<file path="config.mk">
export PLATFORM = sky130hd
export DESIGN_NAME = draw_scheduler
export DESIGN_NICKNAME = d
export VERILOG_FILES = /design/src/rtl/draw_scheduler.sv
export SDC_FILE = /design/constraint.sdc
export NUM_CORES = 1
export LEC_CHECK = 0
export CELL_PAD_IN_SITES_DETAIL_PLACEMENT = 0
export CELL_PAD_IN_SITES_GLOBAL_PLACEMENT = 1
export CORE_MARGIN = 8
export CORE_UTILIZATION = 42
export CTS_CLUSTER_DIAMETER = 100
export DETAILED_ROUTE_END_ITERATION = 12
export PLACE_DENSITY_LB_ADDON = 0.1
export SETUP_SLACK_MARGIN = 0.3
export SLEW_MARGIN = 20
export SYNTH_ARGS = -nofsm -noshare
export SYNTH_HDL_FRONTEND = slang
export SYNTH_SLANG_ARGS = --single-unit
</file>
<file path="constraint.sdc">
create_clock -name clk -period 2.2 [get_ports clk]
set_input_delay 0.44 -clock clk [delete_from_list [all_inputs] [get_ports clk]]
set_output_delay 0.44 -clock clk [all_outputs]
set_load 0.005 [all_outputs]
</file>
<file path="src/rtl/draw_scheduler.sv">
// Frame-level arbiter for the shared VGA plot path: runs the self datapath, then the enemy
// datapath, once per frame tick, with a per-phase watchdog and single-deep tick queueing.
module draw_scheduler #(
    parameter int unsigned TIMEOUT_CYCLES = 20000
) (
    input  logic clk,
    input  logic reset,
    input  logic frame_tick,
    input  logic enemy_enable,
    input  logic self_done,
    input  logic enemy_done,
    output logic self_go,
    output logic enemy_go,
    output logic datapath_select,
    output logic plot_en,
    output logic busy,
    output logic frame_drop,
    output logic timeout_err
);

    typedef enum logic [2:0] {
        IDLE,
        SELF_GO,
        SELF_WAIT,
        ENEMY_GO,
        ENEMY_WAIT
    } state_t;

    localparam logic [15:0] LAST_COUNT = 16'(TIMEOUT_CYCLES - 1);

    state_t      state, state_next;
    logic        pending, pending_next;
    logic [15:0] counter, counter_next;
    logic        frame_drop_next;
    logic        timeout_err_next;
    logic        timed_out;

    assign timed_out = (counter == LAST_COUNT);

    always_ff @(posedge clk or posedge reset) begin
        if (reset) begin
            state       <= IDLE;
            pending     <= 1'b0;
            counter     <= 16'd0;
            frame_drop  <= 1'b0;
            timeout_err <= 1'b0;
        end else begin
            state       <= state_next;
            pending     <= pending_next;
            counter     <= counter_next;
            frame_drop  <= frame_drop_next;
            timeout_err <= timeout_err_next;
        end
    end

    always_comb begin
        state_next       = state;
        pending_next     = pending;
        counter_next     = counter;
        frame_drop_next  = 1'b0;
        timeout_err_next = timeout_err;

        // Only one frame can be queued behind the one being drawn; further ticks are dropped.
        if (state != IDLE && frame_tick) begin
            if (pending) begin
                frame_drop_next = 1'b1;
            end else begin
                pending_next = 1'b1;
            end
        end

        case (state)
            IDLE: begin
                if (frame_tick || pending) begin
                    state_next   = SELF_GO;
                    pending_next = 1'b0;
                end
            end
            SELF_GO: begin
                counter_next = 16'd0;
                state_next   = SELF_WAIT;
            end
            SELF_WAIT: begin
                counter_next = counter + 16'd1;
                if (self_done || timed_out) begin
                    if (!self_done) begin
                        timeout_err_next = 1'b1;
                    end
                    state_next = enemy_enable ? ENEMY_GO : IDLE;
                end
            end
            ENEMY_GO: begin
                counter_next = 16'd0;
                state_next   = ENEMY_WAIT;
            end
            ENEMY_WAIT: begin
                counter_next = counter + 16'd1;
                if (enemy_done || timed_out) begin
                    if (!enemy_done) begin
                        timeout_err_next = 1'b1;
                    end
                    state_next = IDLE;
                end
            end
            default: begin
                state_next = IDLE;
            end
        endcase
    end

    assign self_go         = (state == SELF_GO);
    assign enemy_go        = (state == ENEMY_GO);
    assign datapath_select = (state == ENEMY_GO) || (state == ENEMY_WAIT);
    assign plot_en         = (state != IDLE);
    assign busy            = (state != IDLE);

endmodule

</file>
**Run 1: PDN straps and rails**

Bar = 20 µm. Pins as bars on the die edge.
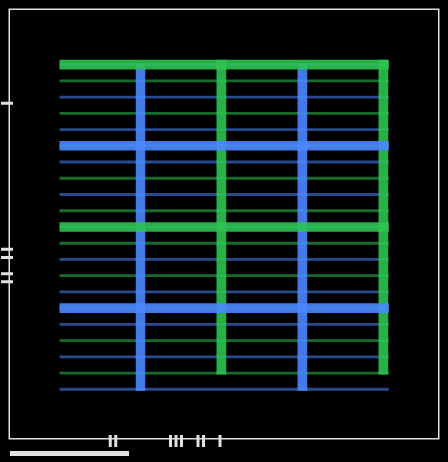
legend:
  VDD:
    colour: green
  VSS:
    colour: blue
signal pins: 13
met5 straps: 4
rows: 20

**Run 1: cell density map**

Bar = 20 µm. 7 x 7 tiles, from black (low) to pale yellow (high), 0 to 100% covered.
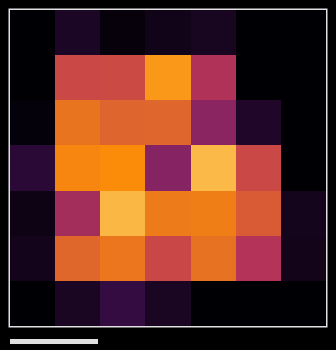
nearly empty tiles: 29%
mean over tiles: 31%
densest ninth of the die: centre
tiles over 75% full: 6.1%
fullest tile: 85%
emptiest ninth of the die: upper right
Starting Density: 43.4%
Core Area: 3000 µm²
utilization after layout: 54.3%

==> summary.txt, run 1 <==
The implementation run finished. STA lists the maximum fanout along the critical path as 4. From the final report, the count of setup violators was given as 0. The logs give a warning total of 28. In the Yosys report, the sequential cells make up between 40% and 50% of the chip area. The final weighted congestion recorded by global placement is 0.757.

Net switching power of the design landed at approximately 700 µW. Average cell area after synthesis landed at about 9.1 µm². The first routing iteration left about 48 violations.

Looking at the power breakdown, the clock network takes 17.2% of the total. Transition time of the tightest slew-check pin landed at 0.496 ns. Synthesis-to-layout area growth landed at 25.1%. Summed over all nets, the half-perimeter wirelength after detailed placement is 2130 µm. The combinational power reported by the tool is 942 µW. Synthesized netlist cell count landed at 144. Power in sequential cells landed at 599 µW. Total negative setup slack landed at 0 ns.

The final critical path takes up ~86% of the cycle. Fraction of standard cell area that is sequential landed at about 34%. Among cell families on the critical path, the largest total delay comes from flip-flops. The tool flagged a number of max-cap violations equal to 0.

Share of total power in combinational logic landed at 50.6%. In this run, post-CTS hold repair placed 0 buffers. The final layout report lists a clock buffer count of 3. Number of logic gates landed at roughly 110. The run finished with clean final reports. Total vias in the final route landed at approximately 1200. As reported, the later end of the worst-skew pair has a clock insertion delay of between 0.3 and 0.4 ns.

The via count of the first global-routing pass was 1226. After synthesis the netlist holds a flip-flop and latch count of 22. The clock net in this run drives a total of 22 sinks.

Reported leakage power landed at ~0.7 nW. TritonCTS built the clock tree. In this run the horizontal extent of the chip is between 70 and 80 µm. The layout report lists the clock-cell share of area as under 10%.

Yosys stat chip area landed at between 1000 and 1500 µm². Peak supply drop landed at between 0.5 and 0.6 mV. In this run the cell area of the synthesized design comes to between 1000 and 1500 µm². Per the layout area report, the combinational fraction of cell area is 44.8%. Summing all flip-flop and latch instances after layout gives about 550 µm². The synthesized netlist was found by Yosys to have 144 cells.
**Run 1: track usage over the die**

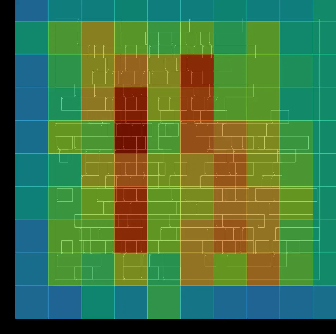
Wirelength per Cell: 15.7 µm
global route hottest layer: met2
GR Util All Layers: 13.3%
met2 capacity usage during global routing: 22.8%

## run 1: Yosys cell counts, types with 2 or more instances
cell                       count  area share, %
sky130_fd_sc_hd__nor2_1       10            2.9
sky130_fd_sc_hd__buf_2         5            1.9
sky130_fd_sc_hd__mux2i_1       6            4.6
sky130_fd_sc_hd__dfrtp_1      22             42
sky130_fd_sc_hd__a21o_1        3            1.7
sky130_fd_sc_hd__or3_1         2           0.96
sky130_fd_sc_hd__nor3b_1       2            1.2
sky130_fd_sc_hd__inv_1         2           0.58
sky130_fd_sc_hd__nand3b_1      2            1.2
sky130_fd_sc_hd__o211ai_1      3            1.7
sky130_fd_sc_hd__nor4_1        4            1.9
sky130_fd_sc_hd__buf_4         2            1.2
sky130_fd_sc_hd__or4_1         3            1.7
sky130_fd_sc_hd__a21oi_1       5            1.9
sky130_fd_sc_hd__nand4_1       5            2.4
sky130_fd_sc_hd__nand2b_1      3            1.4
sky130_fd_sc_hd__o31ai_1       3            1.7
sky130_fd_sc_hd__clkbuf_1      4            1.2
sky130_fd_sc_hd__a211oi_1      3            1.7
sky130_fd_sc_hd__nand3_1       8            3.1
sky130_fd_sc_hd__o21ai_0       9            3.5
sky130_fd_sc_hd__or3b_2        3            2.0
sky130_fd_sc_hd__and3_1        2           0.96
sky130_fd_sc_hd__nand2_1      14            4.0
sky130_fd_sc_hd__nor2b_1       7            3.4
## run 1: layout by cell type (no fill, tap or decap), drive strengths merged, types with 3 or more instances in the layout
master	Yosys	final
clkdlybuf4s50	0	7
nand4	5	5
a21o	3	3
mux2i	6	6
or3b	3	3
o211ai	3	3
nand2	14	14
dlygate4sd2	0	4
nor2	10	10
nor2b	7	7
or4	3	3
o31ai	3	3
dfrtp	22	22
nand2b	3	3
nand3	8	8
buf	7	17
a21oi	5	5
clkbuf	4	4
o21ai	9	9
nor4	5	5
a211oi	3	3
## run 1: registers in the layout (all words and copies together), names as in the netlist
signal,flops
counter,16
frame_drop,1
pending,1
state,3
timeout_err,1
## run 1: path summary, 6_finish.rpt
path                                to  cells after the start
hold / removal             counter[14]                      3
setup reg to reg           counter[14]                      5
min in group clk           timeout_err                      1
setup / recovery               plot_en                      2
max in group asynchronous     state[1]                      3
hold reg to reg            timeout_err                      1
## run 1: through the flow
stage	worst slack (ns)	cell area [µm²]	hold slack, ns	utilization (%)	cells
2_1_floorplan	0.424	1300	0.429	-	144
3_3_place_gp	0.238	1470	0.448	49.0	186
3_5_place_dp	0.243	1470	0.448	49.0	186
4_1_cts	0.258	1600	0.448	53.4	199
5_1_grt	0.259	1630	0.482	54.3	199
6_report	0.308	1630	0.438	54.3	199
## run 1: metal layers
| layer | routed length [µm] | track usage [%] | vias to the layer above |
|---|---|---|---|
| met3 | 130 | 2.37 | 2 |
| li1 | - | - | 572 |
| met1 | 1450 | 16.3 | 582 |
| met5 | 0 | 0 | - |
| met2 | 1530 | 22.8 | 27 |
| met4 | 15 | 4.76 | 0 |
## run 1: cell families after synthesis
group           count (synthesis)  share of synthesized area, %
simple gates                   69                          30.1
xor+xnor                        2                          1.34
fa+ha+maj                       1                         0.960
flops                          22                          42.2
compound gates                 30                          15.1
buf+inv                        13                          4.80
mux                             7                          5.47
**Run 1: port wiring**

Bar = 20 µm.
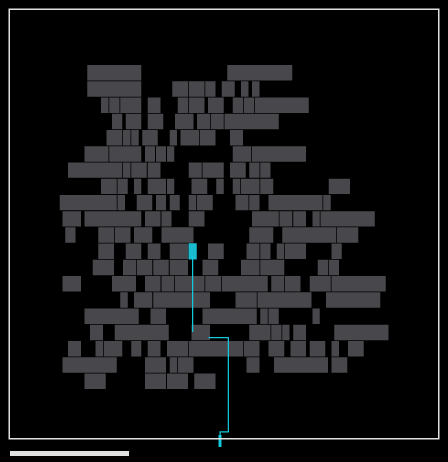

## Run 2: what changed since run 1
Settings changed: CORE_UTILIZATION 42 to 45, CTS_BUF_LIST from default to sky130_fd_sc_hd__clkbuf_2 sky130_fd_sc_hd__clkbuf_4 sky130_fd_sc_hd__clkbuf_8.
**Run 2: port wiring**

Bar = 20 µm.
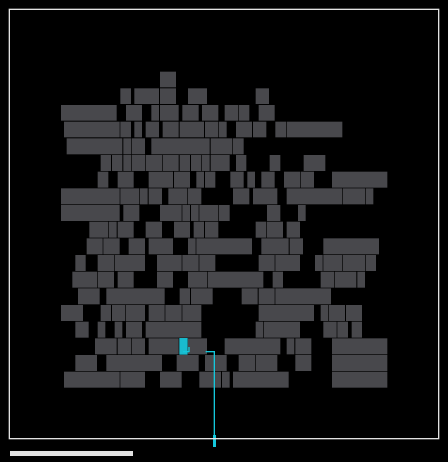
legend:
  self_go:
    colour: cyan
    bits: 1
    direction: output
    end_cells: 1
    buffers: 1
    wire: 16.8 µm
I/O pin cnt: 13
buffers added on ports: 12

==> run 2 against run 1 <==
Power about the same. Wire length increased by 4.6%. Sequential share of layout area decreased by 0.86 points. Final area increased by 2.8%. Fmax about the same. First-iteration DRC count increased by 13%. Sequential cell count unchanged. Clock skew decreased by 0.0085 ns. Die area decreased by 5.2%. Critical path depth increased by 3. Count of clock-buffer cells in the layout unchanged. Global-route usage decreased by 0.87 points. Largest power group unchanged.
==> summary.txt, run 2 <==
The implementation run finished. In this run the standard cell core region covers around 2800 µm². Area fraction in mux cells landed at 5.47%. The script logs the mean routed wire length per placed instance as around 16 µm. Final design utilization landed at 60.8%. More flip-flops sit in one register than any other, and that register is counter. The final layout reports a setup TNS of 0 ns. In the final layout, the registers with the most flip-flops are counter (16), state (3). In this run, the synthesized area fraction spent on AND-OR/OR-AND gates is recorded as around 15%. For reference, simple AND, OR, NAND and NOR cells occupy between 30% and 40% of the area reported after synthesis. The stat command in Yosys gives a chip area of 1300 µm². Per the Yosys statistics, synthesis produced around 140 cells. Per Yosys stat, the portion of area used by sequential elements is between 40 and 50%. Summed over all instances, the cell type with the most area after synthesis is sky130_fd_sc_hd__dfrtp_1. The mapped netlist covers about 1300 µm². Floorplan die width landed at around 70 µm.

The library cell used most frequently in the layout, excluding fill and tap cells, is sky130_fd_sc_hd__buf_4. The post-synth register bit count is 22. Peak supply drop landed at about 0.8 mV. Between the synthesized netlist and the finished layout, the area growth was recorded as 28.7%. CTS saw 22 sinks. The share of synthesized area in the top cell type comes to between 40% and 50%.

Number of warnings the tools reported landed at 28. The register with the most flip-flops in the layout has 16 of them. TritonCTS built the clock tree. Portion of the clock cycle consumed by the worst path in the final layout landed at between 80% and 90%. The post-placement cell area is 1480 µm².

Insertion delay of the later-clocked pin in the worst-skew pair landed at ~0.30 ns. Final estimated routing congestion in global placement landed at ~0.79. Per the finish-stage timing summary, setup violations number 0. Of all nets on the critical path, the largest fanout is 11. The detailed router finished its first iteration with 54 violations. At the pin with the least slew margin, the transition time is 0.528 ns. Total vias in the final route landed at around 1200. After Yosys synthesis, full adders, half adders and majority gates account for 0.960% of the synthesized area. For reference, the top logic cell family by area is simple AND/OR/NAND/NOR gates. The flow ran to the end, and the final reports show no timing, DRC or antenna violations.

By instance count, the leading cell after synthesis is sky130_fd_sc_hd__dfrtp_1.
-- run 2: cell counts after synthesis --
Identical to the previous run, type by type.
-- run 2: stage by stage --
| step | setup slack (ns) | power (mW) | hold slack [ns] | std cells |
|---|---|---|---|---|
| 6_report | 0.308 | 1.86 | 0.457 | 203 |
| 5_1_grt | 0.232 | 1.98 | 0.496 | 203 |
| 4_1_cts | 0.165 | 1.71 | 0.467 | 197 |
| 3_5_place_dp | 0.237 | 1.41 | 0.452 | 185 |
| 3_3_place_gp | 0.239 | 1.39 | 0.451 | 185 |
| 2_1_floorplan | 0.424 | 1.11 | 0.429 | 144 |
-- run 2: area by class of cell --
| class | instances | area [µm²] |
|---|---|---|
| fillers | 232 | 1080 |
| multi-input cells | 109 | 742 |
| flip-flops and latches | 22 | 556 |
| repair buffers | 36 | 312 |
| well taps | 31 | 38.8 |
| clock buffers | 3 | 22.5 |
| inverters | 2 | 7.51 |
-- run 2: cells by family (layout without fill, tap and decap cells) --
kind of cell,count (synthesis),in the layout
compound gates,30,30
simple gates,69,69
fa+ha+maj,1,1
buf+inv,13,41
flops,22,22
mux,7,7
xor+xnor,2,2
-- run 2: worst paths after layout --
kind | startpoint | endpoint | slack [ns] | cells after the start
worst max-delay path | state[0] | self_go | 0.31 | 5
worst min-delay path | reset | counter[6] | 0.46 | 3
worst max register to register | counter[12] | state[1] | 0.31 | 4
worst min register to register | timeout_err | timeout_err | 0.48 | 1
max in group asynchronous | reset | counter[1] | 1.50 | 3
min in group clk | timeout_err | timeout_err | 0.48 | 1
-- run 2: report_power, final --
part	switching [mW]	leakage, nW	internal, mW
clock network	0.118	0.0138	0.0639
logic	0.473	0.437	0.586
registers	0.126	0.290	0.493
total	0.717	0.741	1.14
-- run 2: metal layers --
metal	global-route usage [%]	wire [µm]	up-vias
met3	3.43	94	8
li1	-	-	583
met5	0	0	-
met2	23.2	1630	19
met4	3.13	58	0
met1	13.3	1480	557
-- run 2: critical path: cells and delay by family, from the launching register on --
kind | cells | cell delay [ns]
buffers and inverters | 3 | 0.55
DFF | 1 | 0.48
and+or+nand+nor | 2 | 0.11
-- run 2: what timing repair did --
action | CTS | global route
gates resized | 18 | 12
pin swaps | 0 | 3
hold buffers | 0 | 0
buffers inserted | 9 | 6
endpoints found under the setup margin | 6 | 14
No activity file was given, so power comes from the tool's default toggle rates.
